--- src/rtl/eth_sw_pkg.sv ---
// eth_sw_pkg: shared constants and types for the switch ingress transmitter.
package eth_sw_pkg;
    localparam int DATA_W = 64;
    localparam int DA_MSB = 63;
    localparam int DA_LSB = 32;
    localparam int SA_MSB = 31;
    localparam int SA_LSB = 0;
    typedef enum logic [2:0] {
        IDLE,
        WAIT,
        HDR,
        PAY,
        GAP
    } tx_state_e;
endpackage

--- src/rtl/eth_tx_fifo.sv ---
// eth_tx_fifo: synchronous first-word-fall-through payload FIFO.
module eth_tx_fifo import eth_sw_pkg::*; #(
    parameter int DEPTH = 16,
    parameter int LEN_W = $clog2(DEPTH + 1)
) (
    input  logic              clk,
    input  logic              resetN,
    input  logic              push,
    input  logic [DATA_W-1:0] wdata,
    input  logic              pop,
    output logic [DATA_W-1:0] rdata,
    output logic              full,
    output logic              empty,
    output logic [LEN_W-1:0]  count
);
    localparam int PW = (DEPTH > 1) ? $clog2(DEPTH) : 1;
    logic [DATA_W-1:0] mem_q [DEPTH];
    logic [PW-1:0]     wr_q, wr_d, rd_q, rd_d;
    logic [LEN_W-1:0]  count_q, count_d;
    logic              do_push, do_pop;
    always_comb begin
        do_push = push && !full;
        do_pop  = pop && !empty;
        wr_d    = do_push ? ((wr_q == PW'(DEPTH - 1)) ? '0 : wr_q + 1'b1) : wr_q;
        rd_d    = do_pop ? ((rd_q == PW'(DEPTH - 1)) ? '0 : rd_q + 1'b1) : rd_q;
        count_d = count_q + LEN_W'(do_push) - LEN_W'(do_pop);
    end
    always_ff @(posedge clk or negedge resetN) begin
        if (!resetN) begin
            wr_q    <= '0;
            rd_q    <= '0;
            count_q <= '0;
        end else begin
            wr_q    <= wr_d;
            rd_q    <= rd_d;
            count_q <= count_d;
        end
    end
    // Storage needs no reset; the pointers define what is valid.
    always_ff @(posedge clk) begin
        if (do_push) mem_q[wr_q] <= wdata;
    end
    assign rdata = mem_q[rd_q];
    assign full  = (count_q == LEN_W'(DEPTH));
    assign empty = (count_q == '0);
    assign count = count_q;
endmodule

--- src/rtl/eth_pkt_tx.sv ---
// eth_pkt_tx: store-and-forward packet transmitter feeding the switch ingress port.
// Emits a {DA,SA} header word then the buffered payload, followed by a forced idle gap.
module eth_pkt_tx import eth_sw_pkg::*; #(
    parameter int DEPTH = 16,
    parameter int LEN_W = $clog2(DEPTH + 1),
    parameter int IPG   = 2
) (
    input  logic              clk,
    input  logic              resetN,
    input  logic              cmd_valid,
    output logic              cmd_ready,
    input  logic [31:0]       cmd_da,
    input  logic [31:0]       cmd_sa,
    input  logic [LEN_W-1:0]  cmd_len,
    input  logic              pl_valid,
    output logic              pl_ready,
    input  logic [DATA_W-1:0] pl_data,
    output logic [DATA_W-1:0] inData,
    output logic              inSop,
    output logic              inEop,
    output logic              vld,
    output logic              busy,
    output logic              err_len,
    output logic [15:0]       pkt_count
);
    localparam int GW = (IPG > 1) ? $clog2(IPG) : 1;
    localparam tx_state_e END_ST = (IPG == 0) ? IDLE : GAP;
    tx_state_e         state_q, state_d;
    logic [31:0]       da_q, da_d, sa_q, sa_d;
    logic [LEN_W-1:0]  len_q, len_d, rem_q, rem_d;
    logic [GW-1:0]     gap_q, gap_d;
    logic [DATA_W-1:0] data_q, data_d;
    logic              sop_q, sop_d, eop_q, eop_d, vld_q, vld_d, err_q, err_d;
    logic [15:0]       cnt_q, cnt_d;
    logic              pop, fifo_full, fifo_empty;
    logic [DATA_W-1:0] fifo_rdata;
    logic [LEN_W-1:0]  fifo_count;
    eth_tx_fifo #(.DEPTH(DEPTH), .LEN_W(LEN_W)) u_fifo (
        .clk    (clk),
        .resetN (resetN),
        .push   (pl_valid),
        .wdata  (pl_data),
        .pop    (pop),
        .rdata  (fifo_rdata),
        .full   (fifo_full),
        .empty  (fifo_empty),
        .count  (fifo_count)
    );
    // Output registers are loaded from the transition into a state, so the
    // header is visible in the same cycle the state register reads HDR.
    always_comb begin
        state_d = state_q;
        da_d    = da_q;
        sa_d    = sa_q;
        len_d   = len_q;
        rem_d   = rem_q;
        gap_d   = gap_q;
        data_d  = '0;
        sop_d   = 1'b0;
        eop_d   = 1'b0;
        vld_d   = 1'b0;
        err_d   = 1'b0;
        pop     = 1'b0;
        case (state_q)
            IDLE: if (cmd_valid) begin
                if (cmd_len > LEN_W'(DEPTH)) begin
                    err_d = 1'b1;
                end else begin
                    da_d    = cmd_da;
                    sa_d    = cmd_sa;
                    len_d   = cmd_len;
                    state_d = WAIT;
                end
            end
            WAIT: if (fifo_count >= len_q) begin
                vld_d                  = 1'b1;
                sop_d                  = 1'b1;
                eop_d                  = (len_q == '0);
                data_d[DA_MSB:DA_LSB]  = da_q;
                data_d[SA_MSB:SA_LSB]  = sa_q;
                rem_d                  = len_q;
                state_d                = HDR;
            end
            HDR, PAY: begin
                gap_d = '0;
                if (rem_q == '0) begin
                    state_d = END_ST;
                end else if (!fifo_empty) begin
                    pop     = 1'b1;
                    vld_d   = 1'b1;
                    data_d  = fifo_rdata;
                    eop_d   = (rem_q == LEN_W'(1));
                    rem_d   = rem_q - 1'b1;
                    state_d = eop_d ? END_ST : PAY;
                end
            end
            GAP: begin
                gap_d   = gap_q + 1'b1;
                state_d = (int'(gap_q) + 1 >= IPG) ? IDLE : GAP;
            end
            default: state_d = IDLE;
        endcase
        cnt_d = eop_d ? cnt_q + 16'd1 : cnt_q;
    end
    always_ff @(posedge clk or negedge resetN) begin
        if (!resetN) begin
            state_q <= IDLE;
            da_q    <= '0;
            sa_q    <= '0;
            len_q   <= '0;
            rem_q   <= '0;
            gap_q   <= '0;
            data_q  <= '0;
            sop_q   <= 1'b0;
            eop_q   <= 1'b0;
            vld_q   <= 1'b0;
            err_q   <= 1'b0;
            cnt_q   <= '0;
        end else begin
            state_q <= state_d;
            da_q    <= da_d;
            sa_q    <= sa_d;
            len_q   <= len_d;
            rem_q   <= rem_d;
            gap_q   <= gap_d;
            data_q  <= data_d;
            sop_q   <= sop_d;
            eop_q   <= eop_d;
            vld_q   <= vld_d;
            err_q   <= err_d;
            cnt_q   <= cnt_d;
        end
    end
    assign cmd_ready = (state_q == IDLE);
    assign busy      = (state_q != IDLE);
    assign pl_ready  = !fifo_full;
    assign inData    = data_q;
    assign inSop     = sop_q;
    assign inEop     = eop_q;
    assign vld       = vld_q;
    assign err_len   = err_q;
    assign pkt_count = cnt_q;
endmodule

--- config.mk ---
export PLATFORM = sky130hd
export DESIGN_NAME = eth_pkt_tx
export DESIGN_NICKNAME = d
export VERILOG_FILES = /design/src/rtl/eth_sw_pkg.sv /design/src/rtl/eth_tx_fifo.sv /design/src/rtl/eth_pkt_tx.sv
export SDC_FILE = /design/constraint.sdc
export NUM_CORES = 1
export LEC_CHECK = 0
export CORE_MARGIN = 2
export CORE_UTILIZATION = 45
export DETAILED_ROUTE_END_ITERATION = 7
export GPL_TIMING_DRIVEN = 0
export RECOVER_POWER = 25
export SLEW_MARGIN = 20
export SYNTH_ARGS = -nofsm -noshare
export SYNTH_HDL_FRONTEND = slang
export SYNTH_SLANG_ARGS = --single-unit
--- constraint.sdc ---
create_clock -name clk -period 17.1 [get_ports clk]
set_clock_uncertainty 0.1 [all_clocks]
set_input_delay 3.42 -clock clk [delete_from_list [all_inputs] [get_ports clk]]
set_output_delay 3.42 -clock clk [all_outputs]
set_load 0.02 [all_outputs]
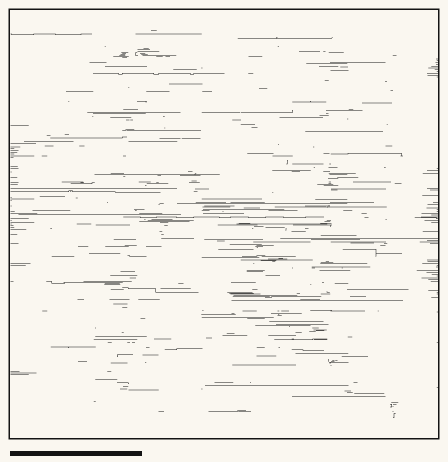
m3.png
Bar = 100 um.
main direction	horizontal
wire length on this layer	6820 um
Vias: 24588
met3 usage: 3.70%

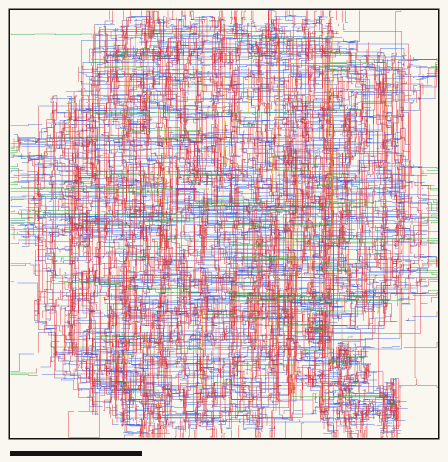
layers.png
Bar = 100 um.
color	layer	wire length
orange	M4	2660 um
red	M2	57.4 mm
purple	M5	13.8 um
blue	M1	47.8 mm
green	M3	6820 um
DRT Wirelength: 115 mm
GRT Util Overall: 21.7%

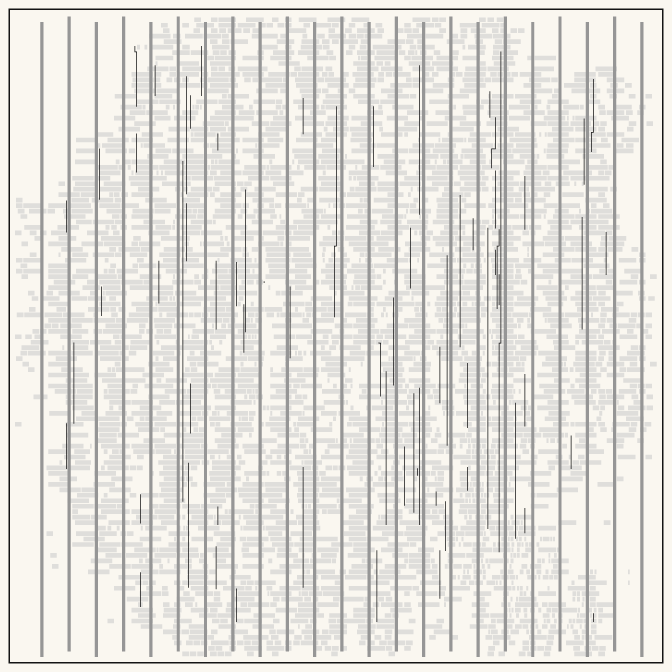
m4.png
Supply wires on this layer in gray. Cells faint in the background.
nets with wire on the layer	31
longest straight run	169 um
wire length on this layer	2660 um
main direction	vertical

==> run summary <==
Area grow syn2layout: 19.3%
Clock network share of area: 6.96%
YS chip area: 46200 um2
Mux contribution to synthesized area: 13.5%
Logic pwr share: 32.9%
Critical path class: input pin to asynchronous set/reset pin
First-pass GRT wire length: 169 mm
Tot Pwr: 9.39 mW
Reg clk slew, reported paths: 0.06 ns
Synth warn: 0
Sequential logic power: 3.75 mW
Top cells excl fill/tap: edfxtp_1 (1024), mux2i_1 (261), clkdlybuf4s50_1 (196), dfrtp_1 (175), mux4_2 (126)
Final Util: 54.2%
XOR/XNOR Area Share: 0.265%
Worst hold path type: flop to flop
Drt wl/cell: 26.4 um
Total Nets Final: 3034
Reg2reg end: inData[58]$_DFF_PN0_
Int Pwr: 6.34 mW
Critical R2R Launch: u_fifo.rd_q[0]$_DFFE_PN0P_
Synth async-reset ratio: 14.6%
DP Area: 51400 um2
Signal buffers share of area: 7.17%
Rel. slew slack: -152%
ANT cells: 5
Met1 Use GR: 28.9%
Design Area, Final: 55100 um2
Top logic family: multiplexers
Synth Cell Area: 46200 um2
Clock buffers: 165
M2 GR Usage: 36.9%
Met3 wire length: 6.82 mm
Crit path max-delay family: buffers and inverters
Hold depth: 1
Worst setup margin: 8.28 ns
Met1 WL: 47.8 mm
Status: finished, violations left
Post-Synth Simple-Gate Area: 2.72%
Cell type with the largest total area: edfxtp_1
Max VDD drop: 0.0000809 V
Clock power frac: 27.2%
Largest net degree at the start of global routing: 71
Fillers: 7978
Fmax: 0.113 GHz
Ys cells: 2418
Worst Setup EP: sa_q[17]$_DFFE_PN0P_
Clock root buffer: clkbuf_16
Initial drt markers: 2601
Pleak: 19.3 nW
CTS max path bufs: 3
Flop share of the area: 63.7%
Top cells by count: edfxtp_1 (1024), mux2i_1 (261), dfrtp_1 (175)
Final Hold Vio Count: 0
Commonest non-fill, non-tap cell in the layout: edfxtp_1
Die width: 324 um
Remaining global-route overflow: 0
Gate Area: 10400 um2
WP data arrival: 8.66 ns
Leading cell kind: registers
Logic power comb: 3.08 mW
Top-count cell post-synth: edfxtp_1
Failing checks: capacitance limit, slew limit
Setup crit start kind: input pin
CTS sink cnt: 1199
Slowest stage delay, CP: 2.74 ns
# setup viols final: 0
Post_cts resized: 0
Fin crit period: 8.82 ns
Commonest flop: edfxtp_1
Tap cells: 1368
Die Y: 324 um
R2R depth: 8
Post-route ant nets: 0
Non-clock buffers: 474
Placed cells: 4123
Complex Gates by Area: 5.19%
IO Port Bufs: 223
CP max stage cell: clkbuf_1
Measured slew at the worst slew-check pin: 3.78 ns
Max-Cap Viols: 4
Top Consumer: sequential cells
Layout cell share with drive strength beyond 1: 18.9%
Largest register FFs: 1024
Metal2 WL: 57.4 mm
Clock Power: 2.56 mW
Hold_sp: da_q[18]$_DFFE_PN0P_
Post-placement setup slack: 10.64 ns
Max Slew Vio Count: 191
Busiest layer in global routing: met2
Synth cell types: 62
Reg area: 35100 um2
Switching pwr: 3.05 mW
Cell Pwr Density: 170 nW/um2
Initial Util: 45.4%
Clock buffers created by TritonCTS: 119
Critical path peak fanout: 70
Num rows: 117
Setup TNS: 0 ns
Die area: 105000 um2
Top Ports: 224
Hold_ws: 0.410 ns
Worst R2R Setup Slack: 10.79 ns
Crit path DRT: 16.94 ns
Core box area: 102000 um2
Count of flip-flops with a built-in enable after synthesis: 1024
Largest reg by FF count: u_fifo.mem_q
Routed vias/inst: 5.65
Finished Layout Cells: 4350
Non-clk invs: 27
Top cells by area: edfxtp_1 (67%), dfrtp_1 (9.5%), mux4_2 (6.1%), mux2i_1 (5.7%), mux2_2 (1.7%)
Worst skew pair latency: 0.70 ns
No activity file was given, so power comes from the tool's default toggle rates.
